`src/rtl/agc_io_pkg.sv`:
```
// Shared types and channel numbering for the AGC peripheral I/O channels.
package agc_io_pkg;

  localparam int AGC_W    = 15;
  localparam int SCALER_W = 2 * AGC_W;

  typedef logic [AGC_W-1:0] agc_word_t;

  localparam logic [2:0] CH_ZERO     = 3'd0;
  localparam logic [2:0] CH_SCR1     = 3'd1;
  localparam logic [2:0] CH_SCR2     = 3'd2;
  localparam logic [2:0] CH_HISCALER = 3'd3;
  localparam logic [2:0] CH_LOSCALER = 3'd4;
  localparam logic [2:0] CH_OUT5     = 3'd5;
  localparam logic [2:0] CH_OUT6     = 3'd6;
  localparam logic [2:0] CH_IN7      = 3'd7;

endpackage

```
`src/rtl/agc_io_channels_if.sv`:
```
// Core-facing channel bus: combinational read port plus synchronous write port.
interface agc_io_channels_if;
  import agc_io_pkg::*;

  logic [2:0] IO_read_sel;
  agc_word_t  IO_read_data;
  logic [2:0] IO_write_sel;
  agc_word_t  IO_write_data;
  logic       IO_write_en;

  // Core side
  modport master (
    output IO_read_sel, IO_write_sel, IO_write_data, IO_write_en,
    input  IO_read_data
  );

  // Channel block side
  modport slave (
    input  IO_read_sel, IO_write_sel, IO_write_data, IO_write_en,
    output IO_read_data
  );

endinterface

```
`src/rtl/agc_io_scaler.sv`:
```
// Free-running 30-bit scaler advanced once every PRESCALE clocks.
// The two halves are exported independently; software re-reads the high
// half to detect a carry between the two reads.
module agc_io_scaler
  import agc_io_pkg::*;
#(
  parameter int PRESCALE = 1   // clocks per increment, must be >= 1
) (
  input  logic      clock,
  input  logic      reset_n,
  output agc_word_t scaler_hi,
  output agc_word_t scaler_lo
);

  localparam int PW = (PRESCALE > 1) ? $clog2(PRESCALE) : 1;

  logic [PW-1:0]       pre;
  logic [SCALER_W-1:0] count;
  logic                pre_wrap;

  assign pre_wrap = (pre == PW'(PRESCALE - 1));

  // Prescaler runs 0..PRESCALE-1; the counter steps on its wrap and
  // rolls over from all-ones to zero on its own.
  always_ff @(posedge clock or negedge reset_n) begin
    if (!reset_n) begin
      pre   <= '0;
      count <= '0;
    end else begin
      pre <= pre_wrap ? '0 : pre + PW'(1);
      if (pre_wrap) count <= count + SCALER_W'(1);
    end
  end

  assign scaler_hi = count[SCALER_W-1:AGC_W];
  assign scaler_lo = count[AGC_W-1:0];

endmodule

```
`src/rtl/agc_io_channels.sv`:
```
// Eight 15-bit AGC I/O channels: zero, two scratch registers, scaler halves,
// two output latches driven to pins and a synchronized input port.
module agc_io_channels
  import agc_io_pkg::*;
#(
  parameter int DATA_W          = 15,  // tied to the AGC word
  parameter int SCALER_PRESCALE = 1
) (
  input  logic              clock,
  input  logic              reset_n,
  agc_io_channels_if.slave  io,
  input  logic [DATA_W-1:0] chan_in,
  output logic [DATA_W-1:0] chan5_out,
  output logic [DATA_W-1:0] chan6_out,
  output logic [7:0]        chan_wr_pulse
);

  agc_word_t scr1, scr2, out5, out6;
  agc_word_t scaler_hi, scaler_lo;
  logic [1:0][DATA_W-1:0] in_pipe;   // [1] is the synchronized value

  agc_io_scaler #(.PRESCALE(SCALER_PRESCALE)) u_scaler (
    .clock     (clock),
    .reset_n   (reset_n),
    .scaler_hi (scaler_hi),
    .scaler_lo (scaler_lo)
  );

  // Writable channels; writes to read-only channels fall through untouched.
  always_ff @(posedge clock or negedge reset_n) begin
    if (!reset_n) begin
      scr1 <= '0;
      scr2 <= '0;
      out5 <= '0;
      out6 <= '0;
    end else if (io.IO_write_en) begin
      case (io.IO_write_sel)
        CH_SCR1: scr1 <= io.IO_write_data;
        CH_SCR2: scr2 <= io.IO_write_data;
        CH_OUT5: out5 <= io.IO_write_data;
        CH_OUT6: out6 <= io.IO_write_data;
        default: ;
      endcase
    end
  end

  // Strobe for every accepted write, ignored channels included, so dummy
  // writes can serve as software strobes.
  always_ff @(posedge clock or negedge reset_n) begin
    if (!reset_n) begin
      chan_wr_pulse <= '0;
    end else begin
      chan_wr_pulse <= '0;
      if (io.IO_write_en) chan_wr_pulse[io.IO_write_sel] <= 1'b1;
    end
  end

  // Two-flop synchronizer for the asynchronous input word.
  always_ff @(posedge clock or negedge reset_n) begin
    if (!reset_n) begin
      in_pipe <= '0;
    end else begin
      in_pipe[0] <= chan_in;
      in_pipe[1] <= in_pipe[0];
    end
  end

  // Zero-latency read mux of current state; every select is decoded.
  always_comb begin
    io.IO_read_data = '0;
    case (io.IO_read_sel)
      CH_ZERO:     io.IO_read_data = '0;
      CH_SCR1:     io.IO_read_data = scr1;
      CH_SCR2:     io.IO_read_data = scr2;
      CH_HISCALER: io.IO_read_data = scaler_hi;
      CH_LOSCALER: io.IO_read_data = scaler_lo;
      CH_OUT5:     io.IO_read_data = out5;
      CH_OUT6:     io.IO_read_data = out6;
      CH_IN7:      io.IO_read_data = in_pipe[1];
      default:     io.IO_read_data = '0;
    endcase
  end

  assign chan5_out = out5;
  assign chan6_out = out6;

endmodule

```
`src/flat_wrapper.sv`:
```
// flat-port wrapper written by rule: the top's interface ports become plain ports
module agc_io_channels_flat import agc_io_pkg::*;
#(
  parameter int DATA_W          = 15,                         
  parameter int SCALER_PRESCALE = 1
)
  (clock, reset_n, chan_in, chan5_out, chan6_out, chan_wr_pulse, io_IO_read_sel, io_IO_write_sel, io_IO_write_data, io_IO_write_en, io_IO_read_data);
  agc_io_channels_if io_i ();
  input  logic clock;
  input  logic reset_n;
  input  logic [DATA_W-1:0] chan_in;
  output logic [DATA_W-1:0] chan5_out;
  output logic [DATA_W-1:0] chan6_out;
  output logic [7:0] chan_wr_pulse;
  input wire logic [$bits(io_i.IO_read_sel)-1:0] io_IO_read_sel;
  input wire logic [$bits(io_i.IO_write_sel)-1:0] io_IO_write_sel;
  input wire logic [$bits(io_i.IO_write_data)-1:0] io_IO_write_data;
  input wire logic [$bits(io_i.IO_write_en)-1:0] io_IO_write_en;
  output wire logic [$bits(io_i.IO_read_data)-1:0] io_IO_read_data;
  assign io_i.IO_read_sel = io_IO_read_sel;
  assign io_i.IO_write_sel = io_IO_write_sel;
  assign io_i.IO_write_data = io_IO_write_data;
  assign io_i.IO_write_en = io_IO_write_en;
  assign io_IO_read_data = io_i.IO_read_data;
  agc_io_channels #(.DATA_W(DATA_W), .SCALER_PRESCALE(SCALER_PRESCALE)) u_core (.clock(clock), .reset_n(reset_n), .io(io_i), .chan_in(chan_in), .chan5_out(chan5_out), .chan6_out(chan6_out), .chan_wr_pulse(chan_wr_pulse));
endmodule
```
`config.mk`:
```
export PLATFORM = sky130hd
export DESIGN_NAME = agc_io_channels_flat
export DESIGN_NICKNAME = d
export VERILOG_FILES = /design/src/rtl/agc_io_pkg.sv /design/src/rtl/agc_io_channels_if.sv /design/src/rtl/agc_io_scaler.sv /design/src/rtl/agc_io_channels.sv /design/src/flat_wrapper.sv
export SDC_FILE = /design/constraint.sdc
export NUM_CORES = 1
export LEC_CHECK = 0
export ABC_AREA = 1
export CAP_MARGIN = 20
export CORE_ASPECT_RATIO = 0.7
export CORE_MARGIN = 4
export CORE_UTILIZATION = 58
export CTS_CLUSTER_SIZE = 40
export DETAILED_ROUTE_END_ITERATION = 10
export GPL_ROUTABILITY_DRIVEN = 0
export PLACE_DENSITY = 0.86
export SLEW_MARGIN = 25
export SYNTH_ARGS = -nofsm -noshare
export SYNTH_HDL_FRONTEND = slang
export SYNTH_SLANG_ARGS = --single-unit
```
`constraint.sdc`:
```
create_clock -name clock -period 2.1 [get_ports clock]
set_input_delay 0.42 -clock clock [delete_from_list [all_inputs] [get_ports clock]]
set_output_delay 0.42 -clock clock [all_outputs]
set_load 0.1 [all_outputs]
```
run_1/layer_met3.png
Scale bar: 50 um.
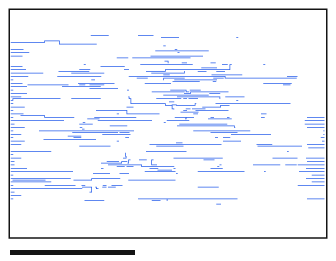
151 nets have wire on it. The layer carries 1850 um of wire. The longest straight run is 39.6 um.
vias after detailed routing: 5253
total wirelength of the detailed-routed design: 16.6 mm
met3 usage in global routing: 10.6%

run_1/placement.png
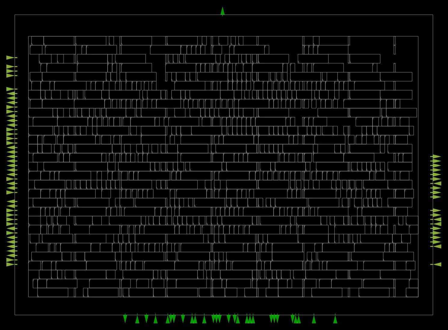
total number of tap cells: 124
Layout Utilization: 81.9%

run_1/detail.png
Region (43, 7) to (83, 47) um. Cells in gray, sequential cells in the stronger gray; small squares are vias.
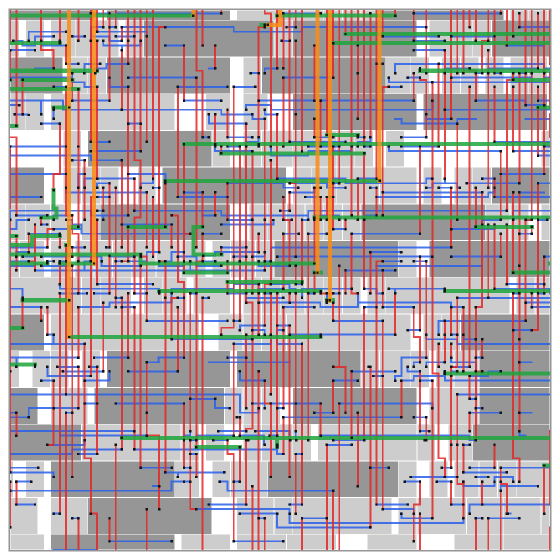
metal 2: marked red. metal 3: marked green. metal 1: marked blue. metal 4: marked orange.
Sequential cells in the window: 24. Netlist names of flops here include `u_core.in_pipe` (5), `u_core.scr1` (5), `u_core.scr2` (5). 156 logic cells have their middle in the window. Most frequent: nand2_1 (48), inv_1 (22), o21ai_0 (20).

==> results.sh, run 1 <==
# implementation run metrics
export IMPL_drt_wirelength_per_cell_um=17.6
export IMPL_grt_antenna_before_repair=0
export IMPL_power_leakage_nw=3.78
export IMPL_combinationalPower_w=0.00212
export IMPL_critical_path_endpoint="io_IO_read_data[9]"
export IMPL_enable_flop_cells=0
export IMPL_clk_latency_ns=0.42
export IMPL_ff_type="sky130_fd_sc_hd__dfrtp_1"
export IMPL_clk_pin_slew_ns=0.06
export IMPL_grt_pass1_vias=5490
export IMPL_top_cells_by_count="sky130_fd_sc_hd__nand2_1 (223), sky130_fd_sc_hd__dfrtp_1 (128), sky130_fd_sc_hd__inv_1 (100)"
export IMPL_ctsRootBufferMaster="sky130_fd_sc_hd__clkbuf_16"
export IMPL_largestPowerGroup="the clock network"
export IMPL_syn_avg_cell_area_um2=8.16
export IMPL_clock_tree_from_tritoncts="done"
export IMPL_final_antenna_net_count=0
export IMPL_period_minus_slack_ns=2.09
export IMPL_layout_cell_area_non_filler_um2=7610
export IMPL_irDropWorstVdd_uv=843
export IMPL_area_share_clock_buf_inv_pct=8.52
export IMPL_report_final_slew_viol_count=0
export IMPL_worstRegToRegCells=8
export IMPL_power_internal_w=0.00536
export IMPL_fa_ha_area_share_pct=0.220
export IMPL_netSwitchingFraction_pct=35.0
export IMPL_hold_path_startpoint="u_core.in_pipe[9]"
export IMPL_clock_power_share_pct=38.8
export IMPL_wl_met1_mm=6.12
export IMPL_grt_util_met1_pct=36.0
export IMPL_crit_path_leading_delay_family="buffers and inverters"
export IMPL_finalHoldViolations=0
export IMPL_highest_count_cells_in_the_layout_ignoring_fill_and_taps="sky130_fd_sc_hd__nand2_1 (222), sky130_fd_sc_hd__inv_1 (100), sky130_fd_sc_hd__dfrtp_1 (99)"
export IMPL_area_share_combinational_pct=26.3
export IMPL_firstDrtPassIters=6
export IMPL_clockBufferCount=20
export IMPL_relSlewSlack_pct=73.2
export IMPL_synth_compound_gate_area_share_pct=8.34
export IMPL_yosys_stat_area_um2=5690
export IMPL_ys_flops=128
export IMPL_horizontal_extent_of_the_die_um=126
export IMPL_powerClk_w=0.00320
export IMPL_final_signal_buffer_count=108
export IMPL_power_density_nw_per_um2=1080
export IMPL_dominant_cell_type_by_area_after_synthesis="sky130_fd_sc_hd__dfrtp_1"
export IMPL_full_die_area_um2=11500
export IMPL_critPathLaunch="io_IO_read_sel[1]"
export IMPL_seq_power_share_pct=35.5
export IMPL_crit_required_ns=1.68
export IMPL_met2_usage_pct=49.2
export IMPL_yosys_warnings=0
export IMPL_layout_area_top_class="flip-flops and latches"
export IMPL_yosys_area_share_simple_pct=24.3
export IMPL_yosys_cell_count_top_type="sky130_fd_sc_hd__nand2_1"
export IMPL_post_dp_hpwl_mm=10.8
export IMPL_synth_distinct_cells=23
export IMPL_cts_path_max_buffers=2
export IMPL_run_status="finished, final reports clean"
export IMPL_worst_path_max_delay_cell="sky130_fd_sc_hd__nor3_4"
export IMPL_cpPeakStageDelay_ns=0.23
export IMPL_drt_iter0_drc=522
export IMPL_final_setup_viol_count=0
export IMPL_chipHeight_um=90.8
export IMPL_post_synth_instance_area_um2=5690
export IMPL_final_cell_count_no_fill=942
export IMPL_seq_area_share_pct=42.6
export IMPL_fin_crit_sh_pct=99.3
export IMPL_postCtsResizedCells=14
export IMPL_cts_made_buffers=17
export IMPL_lay_top_count="sky130_fd_sc_hd__nand2_1"
export IMPL_warnings=27
export IMPL_floorplanUtilization_pct=61.2
export IMPL_power_w=0.00824
export IMPL_cts_htree_levels=4
export IMPL_power_switching_w=0.00288
export IMPL_holdPathEnd="u_core.in_pipe[24]"
export IMPL_ff_count=128
export IMPL_rr_startpoint="u_core.u_scaler.count[0]"
export IMPL_ys_cells=697
export IMPL_setup_total_negative_slack_ns=0
export IMPL_post_place_ws_ns=-0.362
export IMPL_synth_async_reset_ratio_pct=100
export IMPL_synthXorXnorAreaFrac_pct=2.31
export IMPL_overflow=0
export IMPL_layout_area_overhead_vs_synth_pct=33.8
export IMPL_synth_top_area_share_pct=56.3
export IMPL_combGateArea_um2=2000
export IMPL_grtUsageTotal_pct=30.1
export IMPL_synth_nets=737
export IMPL_postCtsSetupRepairBufs=1
export IMPL_regArea_um2=3240
export IMPL_p_comb_share_pct=25.7
export IMPL_worst_r2r_setup_slack_ns=0.38
export IMPL_power_sequential_total_w=0.00293
export IMPL_max_cap_viol_count=0
export IMPL_worstSetupEndpointType="output port"
export IMPL_wire_length_of_the_first_global_routing_pass_mm=26.9
export IMPL_setup_worst_path_class="in -> out"
export IMPL_layout_buffer_nonclock_area_share_pct=15.5
export IMPL_rsz0062_at_grt="false"
export IMPL_inverters=103
export IMPL_yosys_dominant_comb_family="simple AND/OR/NAND/NOR gates"
export IMPL_pin_count_of_the_biggest_net_entering_global_routing=57
export IMPL_top_regs="u_core.in_pipe (30), u_core.u_scaler.count (30)"
==> run 2: changes to the inputs <==
--- a/config.mk
+++ b/config.mk
@@ -10,9 +10,9 @@
 export CORE_ASPECT_RATIO = 0.7
 export CORE_MARGIN = 4
 export CORE_UTILIZATION = 58
-export CTS_CLUSTER_SIZE = 40
 export DETAILED_ROUTE_END_ITERATION = 10
 export GPL_ROUTABILITY_DRIVEN = 0
+export HOLD_SLACK_MARGIN = 0.1
 export PLACE_DENSITY = 0.86
 export SLEW_MARGIN = 25
 export SYNTH_ARGS = -nofsm -noshare
run_2/placement.png
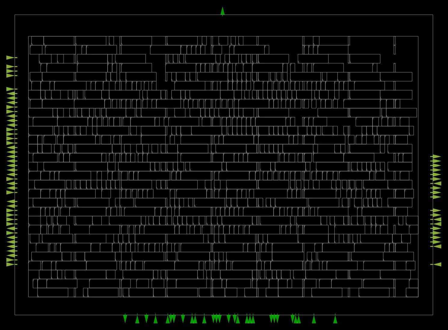
area inside the core boundary: 9290 um^2
count of fill cells added during filler insertion: 544
number of sequential cells in the layout: 128
row count: 29

==> run 2 against run 1 <==
Against the previous run:
- non-clock buffer count did not move
- setup slack did not move
- total power unchanged
- area after synthesis stayed put
- global-route usage stayed put
- register-to-register slack is essentially flat
- clock skew did not move
- core utilization is the same
- die size unchanged
- critical path type unchanged
==> results.sh, run 2 <==
# implementation run metrics
export IMPL_final_setup_viol_count=0
export IMPL_report_final_slew_viol_count=0
export IMPL_worst_r2r_setup_slack_ns=0.38
export IMPL_overflow=0
export IMPL_powerClk_w=0.00320
export IMPL_place_area_um2=6940
export IMPL_yosys_dominant_comb_family="simple AND/OR/NAND/NOR gates"
export IMPL_chipHeight_um=90.8
export IMPL_wire_length_of_the_first_global_routing_pass_mm=26.9
export IMPL_finalWirelength_mm=16.6
export IMPL_synth_distinct_cells=23
export IMPL_wl_met1_mm=6.12
export IMPL_relSlewSlack_pct=73.2
export IMPL_final_setup_worst_slack_ns=0.0138
export IMPL_postCtsResizedCells=14
export IMPL_grt_antenna_before_repair=0
export IMPL_ys_cells=697
export IMPL_dominant_cell_type_by_area_after_synthesis="sky130_fd_sc_hd__dfrtp_1"
export IMPL_post_dp_hpwl_mm=10.8
export IMPL_crit_path_leading_delay_family="buffers and inverters"
export IMPL_antenna_cells=0
export IMPL_power_leakage_nw=3.78
export IMPL_postCtsSetupRepairBufs=1
export IMPL_holdPathEnd="u_core.in_pipe[24]"
export IMPL_area_share_clock_buf_inv_pct=8.52
export IMPL_min_path_type="reg -> reg"
export IMPL_hold_path_depth=0
export IMPL_ys_flops=128
export IMPL_yosys_cell_count_top_type="sky130_fd_sc_hd__nand2_1"
export IMPL_critPathLaunch="io_IO_read_sel[1]"
export IMPL_globalRoute_busiestLayer="met2"
export IMPL_irDropWorstVdd_uv=843
export IMPL_yosys_stat_area_um2=5690
export IMPL_drt_wirelength_per_cell_um=17.6
export IMPL_cts_htree_levels=4
export IMPL_highest_count_cells_in_the_layout_ignoring_fill_and_taps="sky130_fd_sc_hd__nand2_1 (222), sky130_fd_sc_hd__inv_1 (100), sky130_fd_sc_hd__dfrtp_1 (99)"
export IMPL_total_number_of_tap_cells=124
export IMPL_layout_area_top_class="flip-flops and latches"
export IMPL_clk_pin_slew_ns=0.06
export IMPL_power_w=0.00824
export IMPL_rsz0062_at_grt="false"
export IMPL_post_cts_hold_buffer_count=1
export IMPL_clock_tree_from_tritoncts="done"
export IMPL_path_max_fanout=8
export IMPL_final_cell_count_no_fill=942
export IMPL_yosys_warnings=0
export IMPL_lay_top_count="sky130_fd_sc_hd__nand2_1"
export IMPL_largestPowerGroup="the clock network"
export IMPL_power_sequential_total_w=0.00293
export IMPL_run_status="finished, final reports clean"
export IMPL_critical_path_endpoint="io_IO_read_data[9]"
export IMPL_worst_path_max_delay_cell="sky130_fd_sc_hd__nor3_4"
export IMPL_grt_util_met1_pct=36.0
export IMPL_power_switching_w=0.00288
export IMPL_area_share_combinational_pct=26.3
export IMPL_post_place_cells=908
export IMPL_period_minus_slack_ns=2.09
export IMPL_synthTopCellsByArea="sky130_fd_sc_hd__dfrtp_1 (56%), sky130_fd_sc_hd__nand2_1 (15%), sky130_fd_sc_hd__o21ai_0 (6.7%)"
export IMPL_inverters=103
export IMPL_netSwitchingFraction_pct=35.0
export IMPL_layout_buffer_nonclock_area_share_pct=15.5
export IMPL_worst_pin_slew_ns=0.402
export IMPL_mux_share_pct=0
export IMPL_firstDrtPassIters=6
export IMPL_met2_wire_length_mm=7.95
export IMPL_pin_count_of_the_biggest_net_entering_global_routing=57
export IMPL_worstSetupEndpointType="output port"
export IMPL_ctsRootBufferMaster="sky130_fd_sc_hd__clkbuf_16"
export IMPL_p_comb_share_pct=25.7
export IMPL_enable_flop_cells=0
export IMPL_synth_async_reset_ratio_pct=100
export IMPL_full_die_area_um2=11500
export IMPL_route_detailed_drc=0
export IMPL_startpoint_type="input port"
export IMPL_synth_compound_gate_area_share_pct=8.34
export IMPL_hold_path_startpoint="u_core.in_pipe[9]"
export IMPL_seq_area_share_pct=42.6
export IMPL_layout_cell_area_non_filler_um2=7610
export IMPL_grt_pass1_vias=5490
export IMPL_setup_total_negative_slack_ns=0
export IMPL_highest_signal_layer="met4"
export IMPL_horizontal_extent_of_the_die_um=126
export IMPL_warnings=27
export IMPL_final_signal_buffer_count=108
export IMPL_synthXorXnorAreaFrac_pct=2.31
export IMPL_globalRouteMet3Util_pct=10.6
export IMPL_drt_iter0_drc=522
export IMPL_met2_usage_pct=49.2
export IMPL_fa_ha_area_share_pct=0.220
export IMPL_clockBufferCount=20
export IMPL_yosys_area_share_simple_pct=24.3
export IMPL_combGateArea_um2=2000
export IMPL_power_density_nw_per_um2=1080
export IMPL_cpPeakStageDelay_ns=0.23
export IMPL_top_cells_by_count="sky130_fd_sc_hd__nand2_1 (223), sky130_fd_sc_hd__dfrtp_1 (128), sky130_fd_sc_hd__inv_1 (100)"
export IMPL_worstRegToRegCells=8
export IMPL_setup_worst_path_class="in -> out"
export IMPL_post_synth_instance_area_um2=5690
export IMPL_cts_path_max_buffers=2
export IMPL_layout_area_overhead_vs_synth_pct=33.8
export IMPL_fin_crit_sh_pct=99.3
export IMPL_crit_required_ns=1.68
export IMPL_placement_io_buffers=91
export IMPL_synth_top_area_share_pct=56.3
export IMPL_dr_total_vias=5253
export IMPL_rr_startpoint="u_core.u_scaler.count[0]"
export IMPL_holdWs_ns=0.346
export IMPL_top_regs="u_core.in_pipe (30), u_core.u_scaler.count (30)"
export IMPL_synthesis_instances=697
export IMPL_floorplanUtilization_pct=61.2
export IMPL_io_pins=92
export IMPL_grtUsageTotal_pct=30.1
export IMPL_post_place_ws_ns=-0.362
export IMPL_final_layout_size_suffix_gt1_share_pct=17.6
export IMPL_max_cap_viol_count=0
export IMPL_syn_avg_cell_area_um2=8.16
export IMPL_cp_data_arrival_time_ns=1.67
export IMPL_post_route_util_pct=81.9
export IMPL_synth_nets=737
export IMPL_regArea_um2=3240
export IMPL_final_antenna_net_count=0
export IMPL_power_internal_w=0.00536
export IMPL_cts_made_buffers=17
export IMPL_clkSinkCount=128
export IMPL_finalHoldViolations=0
export IMPL_combinationalPower_w=0.00212
export IMPL_ff_type="sky130_fd_sc_hd__dfrtp_1"
export IMPL_seq_power_share_pct=35.5
run_2/clk_routes.png
Scale bar: 50 um.
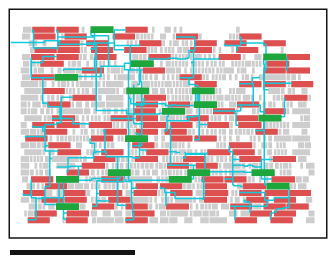
clock drivers: marked green, count 17. flip-flops: marked red, count 128. clock wires: marked cyan, length 1560 um.
Position of the flops: widely spread. There are 18 routed clock nets.
worst clock skew: 0.00680 ns
Clock power frac: 38.8%
clock network latency to the later pin of the worst-skew pair: 0.42 ns

Power and IR drop assume default switching activity.
